===== src/rtl/dmem_pkg.sv =====
// Shared types and constants for the data-memory controller.
// MMIO addresses are only decoded when DMEM_MMIO_EN is defined.
package dmem_pkg;

  typedef enum logic [1:0] {
    SZ_B = 2'd0,
    SZ_H = 2'd1,
    SZ_W = 2'd2
  } size_e;

  typedef enum logic [2:0] {
    IDLE,
    RD,
    MRG,
    WR,
    RESP
  } state_e;

  localparam logic [31:0] MMIO_LED_ADDR = 32'hFFFF_0000;
  localparam logic [31:0] MMIO_SW_ADDR  = 32'hFFFF_0004;

  // Size code 2'b11 behaves as a word access.
  function automatic size_e decode_size(input logic [1:0] sz);
    case (sz)
      2'b00:   return SZ_B;
      2'b01:   return SZ_H;
      default: return SZ_W;
    endcase
  endfunction

  function automatic logic is_misaligned(input size_e sz, input logic [1:0] lo);
    return ((sz == SZ_H) && lo[0]) || ((sz == SZ_W) && (lo != 2'b00));
  endfunction

endpackage


===== src/rtl/dmem_lane_unit.sv =====
// Combinational lane logic: extracts and extends load data, and merges
// byte/half store data into a RAM word.
module dmem_lane_unit
  import dmem_pkg::*;
(
  input  size_e       size,
  input  logic [1:0]  addr_lo,
  input  logic        is_unsigned,
  input  logic [31:0] ram_word,
  input  logic [31:0] store_data,
  output logic [31:0] load_data,
  output logic [31:0] merged
);

  logic [7:0]  byte_v;
  logic [15:0] half_v;

  always_comb begin
    byte_v    = ram_word[{addr_lo, 3'b000} +: 8];
    half_v    = ram_word[{addr_lo[1], 4'b0000} +: 16];
    load_data = ram_word;
    merged    = store_data;
    unique case (size)
      SZ_B: begin
        load_data = {{24{~is_unsigned & byte_v[7]}}, byte_v};
        merged    = ram_word;
        merged[{addr_lo, 3'b000} +: 8] = store_data[7:0];
      end
      SZ_H: begin
        load_data = {{16{~is_unsigned & half_v[15]}}, half_v};
        merged    = ram_word;
        merged[{addr_lo[1], 4'b0000} +: 16] = store_data[15:0];
      end
      default: begin
        load_data = ram_word;
        merged    = store_data;
      end
    endcase
  end

endmodule


===== src/rtl/dmem_ctrl.sv =====
// Data-memory controller: byte-addressed loads/stores onto a word RAM, with
// read-modify-write for sub-word stores. Optional MMIO via DMEM_MMIO_EN.
module dmem_ctrl
  import dmem_pkg::*;
#(
  parameter int unsigned AW = 12
) (
  input  logic          clk,
  input  logic          rst,
  input  logic          req_valid,
  input  logic          req_we,
  input  logic [1:0]    req_size,
  input  logic          req_unsigned,
  input  logic [31:0]   req_addr,
  input  logic [31:0]   req_wdata,
  output logic          stall,
  output logic [31:0]   rdata,
  output logic          rdata_valid,
  output logic          misalign,
  output logic [AW-1:0] ram_addr,
  output logic [31:0]   ram_wdata,
  output logic          ram_wren,
  input  logic [31:0]   ram_rdata
`ifdef DMEM_MMIO_EN
  ,
  output logic [15:0]   led_out,
  input  logic [15:0]   sw_in
`endif
);

  state_e        state_q, state_d;
  size_e         size_q, size_d, size_v;
  logic [1:0]    addr_lo_q, addr_lo_d;
  logic          unsigned_q, unsigned_d;
  logic          we_q, we_d;
  logic [31:0]   wdata_q, wdata_d;
  logic [AW-1:0] ram_addr_q, ram_addr_d;
  logic [31:0]   ram_wdata_q, ram_wdata_d;
  logic [31:0]   load_data, merged;
  logic          done;
`ifdef DMEM_MMIO_EN
  logic          mmio_q, mmio_d;
  logic [15:0]   sw_q, sw_d, led_q, led_d;
`else
  logic          unused_addr;
  assign unused_addr = ^req_addr[31:AW+2];
`endif

  dmem_lane_unit u_lane (
    .size        (size_q),
    .addr_lo     (addr_lo_q),
    .is_unsigned (unsigned_q),
    .ram_word    (ram_rdata),
    .store_data  (wdata_q),
    .load_data   (load_data),
    .merged      (merged)
  );

  always_comb begin
    state_d     = state_q;
    size_d      = size_q;
    addr_lo_d   = addr_lo_q;
    unsigned_d  = unsigned_q;
    we_d        = we_q;
    wdata_d     = wdata_q;
    ram_addr_d  = ram_addr_q;
    ram_wdata_d = ram_wdata_q;
    size_v      = decode_size(req_size);
    done        = 1'b0;
    misalign    = 1'b0;
    rdata       = '0;
    rdata_valid = 1'b0;
`ifdef DMEM_MMIO_EN
    mmio_d      = mmio_q;
    sw_d        = sw_q;
    led_d       = led_q;
`endif
    unique case (state_q)
      IDLE: begin
        if (req_valid) begin
`ifdef DMEM_MMIO_EN
          if (req_addr[31:16] == 16'hFFFF) begin
            done = 1'b1;
            if (req_we && (size_v == SZ_W) && (req_addr == MMIO_LED_ADDR)) begin
              led_d = req_wdata[15:0];
            end else if (!req_we && (size_v == SZ_W) && (req_addr == MMIO_SW_ADDR)) begin
              done    = 1'b0;
              mmio_d  = 1'b1;
              sw_d    = sw_in;
              state_d = RESP;
            end else begin
              misalign = 1'b1;
            end
          end else
`endif
          if (is_misaligned(size_v, req_addr[1:0])) begin
            done     = 1'b1;
            misalign = 1'b1;
          end else begin
            size_d     = size_v;
            addr_lo_d  = req_addr[1:0];
            unsigned_d = req_unsigned;
            we_d       = req_we;
            wdata_d    = req_wdata;
            ram_addr_d = req_addr[AW+1:2];
`ifdef DMEM_MMIO_EN
            mmio_d     = 1'b0;
`endif
            if (req_we && (size_v == SZ_W)) begin
              ram_wdata_d = req_wdata;
              state_d     = WR;
            end else begin
              state_d = RD;
            end
          end
        end
      end
      // RAM samples ram_addr at the end of this cycle.
      RD:   state_d = we_q ? MRG : RESP;
      MRG: begin
        ram_wdata_d = merged;
        state_d     = WR;
      end
      WR: begin
        done    = 1'b1;
        state_d = IDLE;
      end
      RESP: begin
        done        = 1'b1;
        rdata_valid = 1'b1;
`ifdef DMEM_MMIO_EN
        rdata       = mmio_q ? {16'h0000, sw_q} : load_data;
`else
        rdata       = load_data;
`endif
        state_d     = IDLE;
      end
      default: state_d = IDLE;
    endcase
  end

  always_ff @(posedge clk or negedge rst) begin
    if (!rst) begin
      state_q     <= IDLE;
      size_q      <= SZ_B;
      addr_lo_q   <= '0;
      unsigned_q  <= 1'b0;
      we_q        <= 1'b0;
      wdata_q     <= '0;
      ram_addr_q  <= '0;
      ram_wdata_q <= '0;
`ifdef DMEM_MMIO_EN
      mmio_q      <= 1'b0;
      sw_q        <= '0;
      led_q       <= '0;
`endif
    end else begin
      state_q     <= state_d;
      size_q      <= size_d;
      addr_lo_q   <= addr_lo_d;
      unsigned_q  <= unsigned_d;
      we_q        <= we_d;
      wdata_q     <= wdata_d;
      ram_addr_q  <= ram_addr_d;
      ram_wdata_q <= ram_wdata_d;
`ifdef DMEM_MMIO_EN
      mmio_q      <= mmio_d;
      sw_q        <= sw_d;
      led_q       <= led_d;
`endif
    end
  end

  assign stall     = req_valid & ~done;
  assign ram_addr  = ram_addr_q;
  assign ram_wdata = ram_wdata_q;
  assign ram_wren  = (state_q == WR);
`ifdef DMEM_MMIO_EN
  assign led_out   = led_q;
`endif

endmodule


===== config.mk =====
export PLATFORM = sky130hd
export DESIGN_NAME = dmem_ctrl
export DESIGN_NICKNAME = d
export VERILOG_FILES = /design/src/rtl/dmem_pkg.sv /design/src/rtl/dmem_lane_unit.sv /design/src/rtl/dmem_ctrl.sv
export SDC_FILE = /design/constraint.sdc
export NUM_CORES = 1
export LEC_CHECK = 0
export CAP_MARGIN = 40
export CORE_UTILIZATION = 35
export CTS_CLUSTER_SIZE = 10
export DETAILED_ROUTE_END_ITERATION = 10
export HOLD_SLACK_MARGIN = 0.12
export PLACE_DENSITY = 0.67
export SYNTH_ARGS = -nofsm -noshare
export SYNTH_HDL_FRONTEND = slang
export SYNTH_HIERARCHICAL = 1
export SYNTH_SLANG_ARGS = --single-unit

===== constraint.sdc =====
create_clock -name clk -period 3.4 [get_ports clk]
set_input_delay 0.68 -clock clk [delete_from_list [all_inputs] [get_ports clk]]
set_output_delay 0.68 -clock clk [all_outputs]
set_load 0.03 [all_outputs]

run_1/met3.png
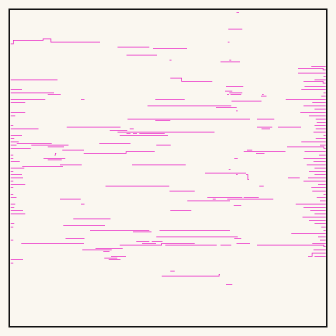
The longest straight run is 50.6 um. 159 nets have wire on it.

run_1/pins.png
Pins as bars across the die edge, other pins in gray.
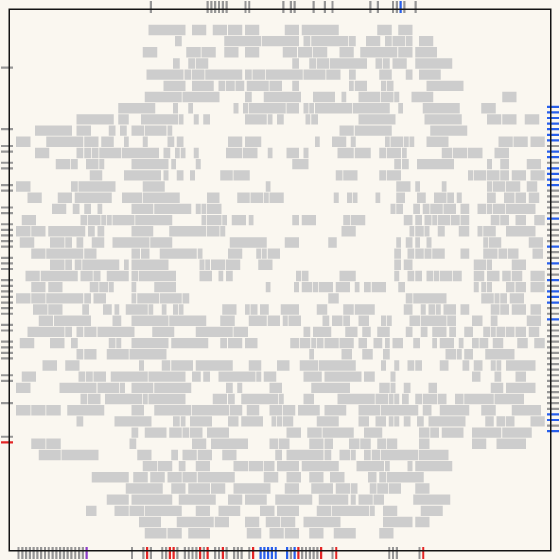
Purple stands for rst, pins 1, direction input, edge bottom. Blue stands for ram_rdata, pins 32, direction input, edge 24 right, 7 bottom, 1 top. Red stands for ram_addr, pins 12, direction output, edge 11 bottom, 1 left.
All pins by edge: 66 bottom, 59 right, 36 left, 22 top.
die extent in x: 131 um
Port Buffers: 164
die y size: 131 um

run_1/clock_map.png
Scale bar: 50 um.
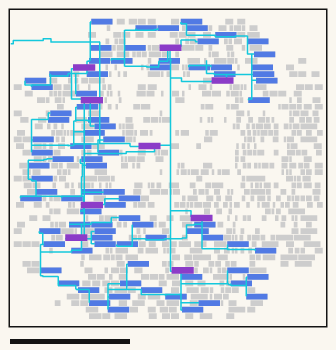
Blue stands for flip-flops, count 85. Cyan stands for clock wires, length 1140 um. Purple stands for cells driving clock nets, count 9.
There are 10 routed clock nets.

run_1/final_placement.png
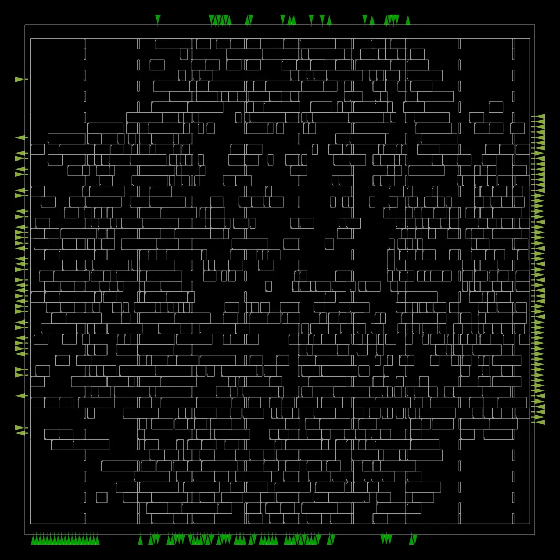
Core Region: 0.0161 mm2
n_taps: 216
fillcell total: 1475
flop share of the area: 0.265

==> out/qor.yml, run 1 <==
timing:
  fin_skew_ns: 0.00875
  worst_slack_ns: 0.162
  setup_tns_ns: 0
  tightest_slew_ns: 0.751
  timing.final.max_slew_violations: 0
  min_period_ns: 3.24
logic_synthesis:
  simple_gate_share: 0.163
  xor_share: 0
  ys_sh_aoi: 0.252
  ys_sh_adder: 0.0107
  syn_avg_cell_area_um2: 9.25
  yosysChipArea_mm2: 0.00585
  synthTopCellsByCount: "85 x dfrtp_1, 78 x nand2_1, 57 x a21oi_1, 50 x mux2_4, 46 x o21ai_0"
  async_flop_share: 1.00
  top_area_cell: "dfrtp_1"
  top_cells_by_area: "dfrtp_1 36%, mux2_4 13%, nand2_1 5.0%"
  edf_count: 0
  mux_share: 0.154
  syn_area_mm2: 0.00585
  synth.distinct_cells: 52
  ys_cells: 633
  ys.flops: 85
setup_path:
  crit_end: "rdata[11]"
  required_ns: 2.72
  startpoint_type: "primary input"
  path_buffers: 2
  critPathMaxFanout: 7
placed_design:
  post-place-ws_ns: 0.186
  placed_cell_area_mm2: 0.00777
  dp_cells: 975
  routabilityCongestion: 0.852
routing:
  route.top_layer_used: "met4"
  routed_wl_um: 21300
  wl_met1_um: 10100
  drtIter0Drc: 442
  wl_per_cell_um: 21.5
  drc: 0
final_layout:
  antennaDiodeCount: 0
  buffers: 187
  stdcell_count: 989
  lay_top_cells: "129 x clkdlybuf4s50_1, 84 x dfrtp_1, 78 x nand2_1"
  regArea_mm2: 0.00213
  finalNetCount: 878
  areaGrowthSynthToFinish_pct: 37.2
  comb_area_share: 0.423
grt:
  grt.overflow.total: 0
  grt_pass1_vias: 5655
  use_met3: 0.0367
  gr-usage-all-layers: 0.251
  grt_max_degree: 69
  use_met1: 0.382
  antenna_found_initial: 0
clock_network:
  postCtsResizedCells: 0
  worstSkewPairLatency_ns: 0.35
  clkSinkCount: 85
  numCtsBuffers: 9
  clock-root-buffer: "clkbuf_16"
die:
  io_pins: 183
  fp_util: 0.363
pwr:
  pwr-share-seq: 0.260
  p_leak_nw: 3.52
  power_mw: 7.89
  power_leader: "combinational logic"
  power_clock_mw: 0.912
  p_int_mw: 4.26
  p_per_area_mw_per_mm2: 982
job:
  maxCapViolations: 0
outcome:
  outcome: "finished clean"
==> run 2: changes to the inputs <==
- REMOVE_ABC_BUFFERS: not set -> 1
run_2/met3.png
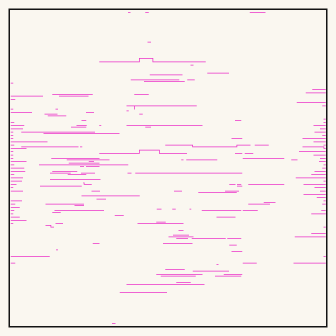
routed vias: 5805
routing usage on met3: 0.0397
WL final: 21500 um

run_2/pins.png
Pins as bars across the die edge, other pins in gray.
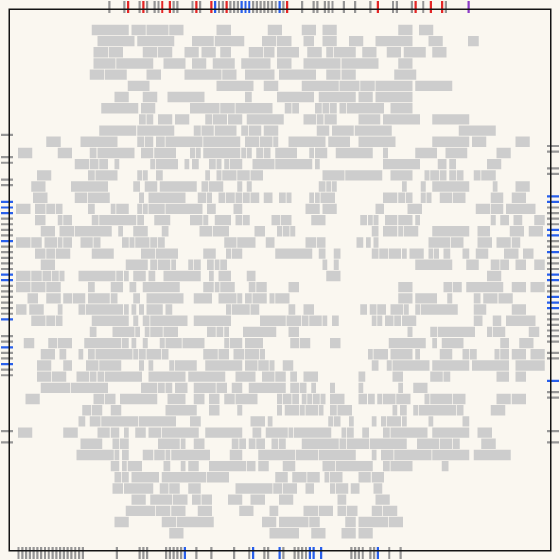
Blue stands for ram_rdata, pins 32, direction input, edge 11 right, 9 left, 7 bottom, 5 top. Purple stands for rst, pins 1, direction input, edge top. Red stands for ram_addr, pins 12, direction output, edge top.

==> out/qor.yml, run 2 <==
timing:
  worst_slack_ns: 0.130  # -0.0316 ns
  timing.final.max_slew_violations: 0  # unchanged
  setup_viol: 0
  min_period_ns: 3.27  # +0.0316 ns
  setup_tns_ns: 0  # unchanged
  tightest_slew_ns: 0.746  # -0.00427 ns
  max_freq_ghz: 0.306
  rsz0062_at_grt: "no"
  hold_ws_ns: 0.310
  fin_skew_ns: 0.00717  # -0.00158 ns
logic_synthesis:
  synthTopCellsByCount: "85 x dfrtp_1, 78 x nand2_1, 57 x a21oi_1, 50 x mux2_4, 46 x o21ai_0"
  ys_sh_aoi: 0.252  # unchanged
  ys.flop_type: "dfrtp_1"
  async_flop_share: 1.00  # unchanged
  top_area_cell: "dfrtp_1"
  synth.distinct_cells: 52  # unchanged
  edf_count: 0  # unchanged
  ys_cells: 633  # unchanged
  ys.flops: 85  # unchanged
  syn_avg_cell_area_um2: 9.25  # unchanged
  mux_share: 0.154  # unchanged
  syn_inst: 633
  yosysChipArea_mm2: 0.00585  # unchanged
  netlist_logic_family_top: "AND-OR/OR-AND gates"
  ys_sh_adder: 0.0107  # unchanged
  syn_area_mm2: 0.00585  # unchanged
  postSynthSeqShare: 0.363
  xor_share: 0  # unchanged
  top_cells_by_area: "dfrtp_1 36%, mux2_4 13%, nand2_1 5.0%"
  simple_gate_share: 0.163  # unchanged
clock_network:
  clk_path_buf_depth: 2
  postCtsSetupBuffers: 0
  h-tree-depth: 3
  clock-root-buffer: "clkbuf_16"
  clkSinkCount: 85  # unchanged
  postCtsResizedCells: 0  # unchanged
  worstSkewPairLatency_ns: 0.35  # about the same
  cts_tree: "yes"
  numCtsBuffers: 9  # unchanged
die:
  die_w_um: 131  # unchanged
  die-height_um: 131  # unchanged
  io_pins: 183  # unchanged
  row_count: 46
  nWellTaps: 216  # unchanged
  die_area_mm2: 0.0172
  fp_util: 0.363  # unchanged
  coreArea_mm2: 0.0161  # unchanged
pwr:
  p_int_mw: 4.35  # +2.1%
  p_sw_mw: 3.68
  p_leak_nw: 3.55  # +0.96%
  p_per_area_mw_per_mm2: 996  # +1.5%
  power_clock_mw: 0.997  # +9.3%
  combPwrFrac: 0.615
  pwr-share-seq: 0.261  # about the same
  power_leader: "combinational logic"
  power_mw: 8.03  # +1.8%
  switching_share: 0.458
  pg_comb_mw: 4.94
placed_design:
  placed_cell_area_mm2: 0.00777  # unchanged
  routabilityCongestion: 0.869  # +2.0%
  hpwl_um: 15400
  post-place-ws_ns: 0.148  # -0.0379 ns
  port_buffers: 164  # unchanged
  dp_cells: 981  # +0.62%
outcome:
  outcome: "finished clean"
final_layout:
  clkCellAreaFrac: 0.0365
  lay_top_count: "clkdlybuf4s50_1"
  lay_top_cells: "129 x clkdlybuf4s50_1, 84 x dfrtp_1, 78 x nand2_1"
  seq_cell_count: 85
  post-route-util: 0.500
  antennaDiodeCount: 0  # unchanged
  nFillCells: 1521  # +3.1%
  finalNetCount: 884  # +0.68%
  clock_buffers: 12
  sh_seq_area: 0.264  # -0.000904
  areaGrowthSynthToFinish_pct: 37.7
  dominant_cells: "combinational gates"
  inv_count: 9
  multiInputGateArea_mm2: 0.00340
  finalInstanceArea_mm2: 0.00806
  regArea_mm2: 0.00213  # unchanged
  comb_area_share: 0.422  # -0.00145
  stdcell_count: 997  # +0.81%
  buffers: 193  # +3.2%
routing:
  antenna_left: 0
  wl_per_cell_um: 21.6  # +0.38%
  route.top_layer_used: "met4"
  route.met3.wl_um: 1390
  drtIter0Drc: 413  # -6.6%
  wl_met1_um: 9360  # -7.1%
  drc: 0  # unchanged
  vias_per_cell: 5.82
  wl_met2_um: 10200
setup_path:
  cp.arrival_ns: 2.59
  path_delay_family: "AND-OR/OR-AND gates"
  startpoint_type: "primary input"
  critPathMaxFanout: 16  # +9
  startpoint: "ram_rdata[31]"
  worst-path-stages: 7
  path_buffers: 2  # unchanged
  r2r_cells: 7
  required_ns: 2.72  # about the same
  cp-end-kind: "output port"
  max_stage_delay_ns: 0.51
  crit_end: "rdata[31]"
  crit_type: "in2out"
  ff2ff_setup_slack_ns: 0.71
  r2r_start: "addr_lo_q[0]$_DFFE_PN0P_"
grt:
  grt_pass1_wl_um: 33900
  grt.overflow.total: 0  # unchanged
  grt_max_degree: 51  # -26%
  grt_pass1_vias: 5825  # +3.0%
  antenna_found_initial: 0  # unchanged
  gr-usage-all-layers: 0.254  # +0.00253
  use_met1: 0.342  # -0.0397
hold_path:
  hold_path_class: "in2async"
job:
  warning_count: 47
  maxCapViolations: 0  # unchanged
Power and IR drop assume default switching activity.
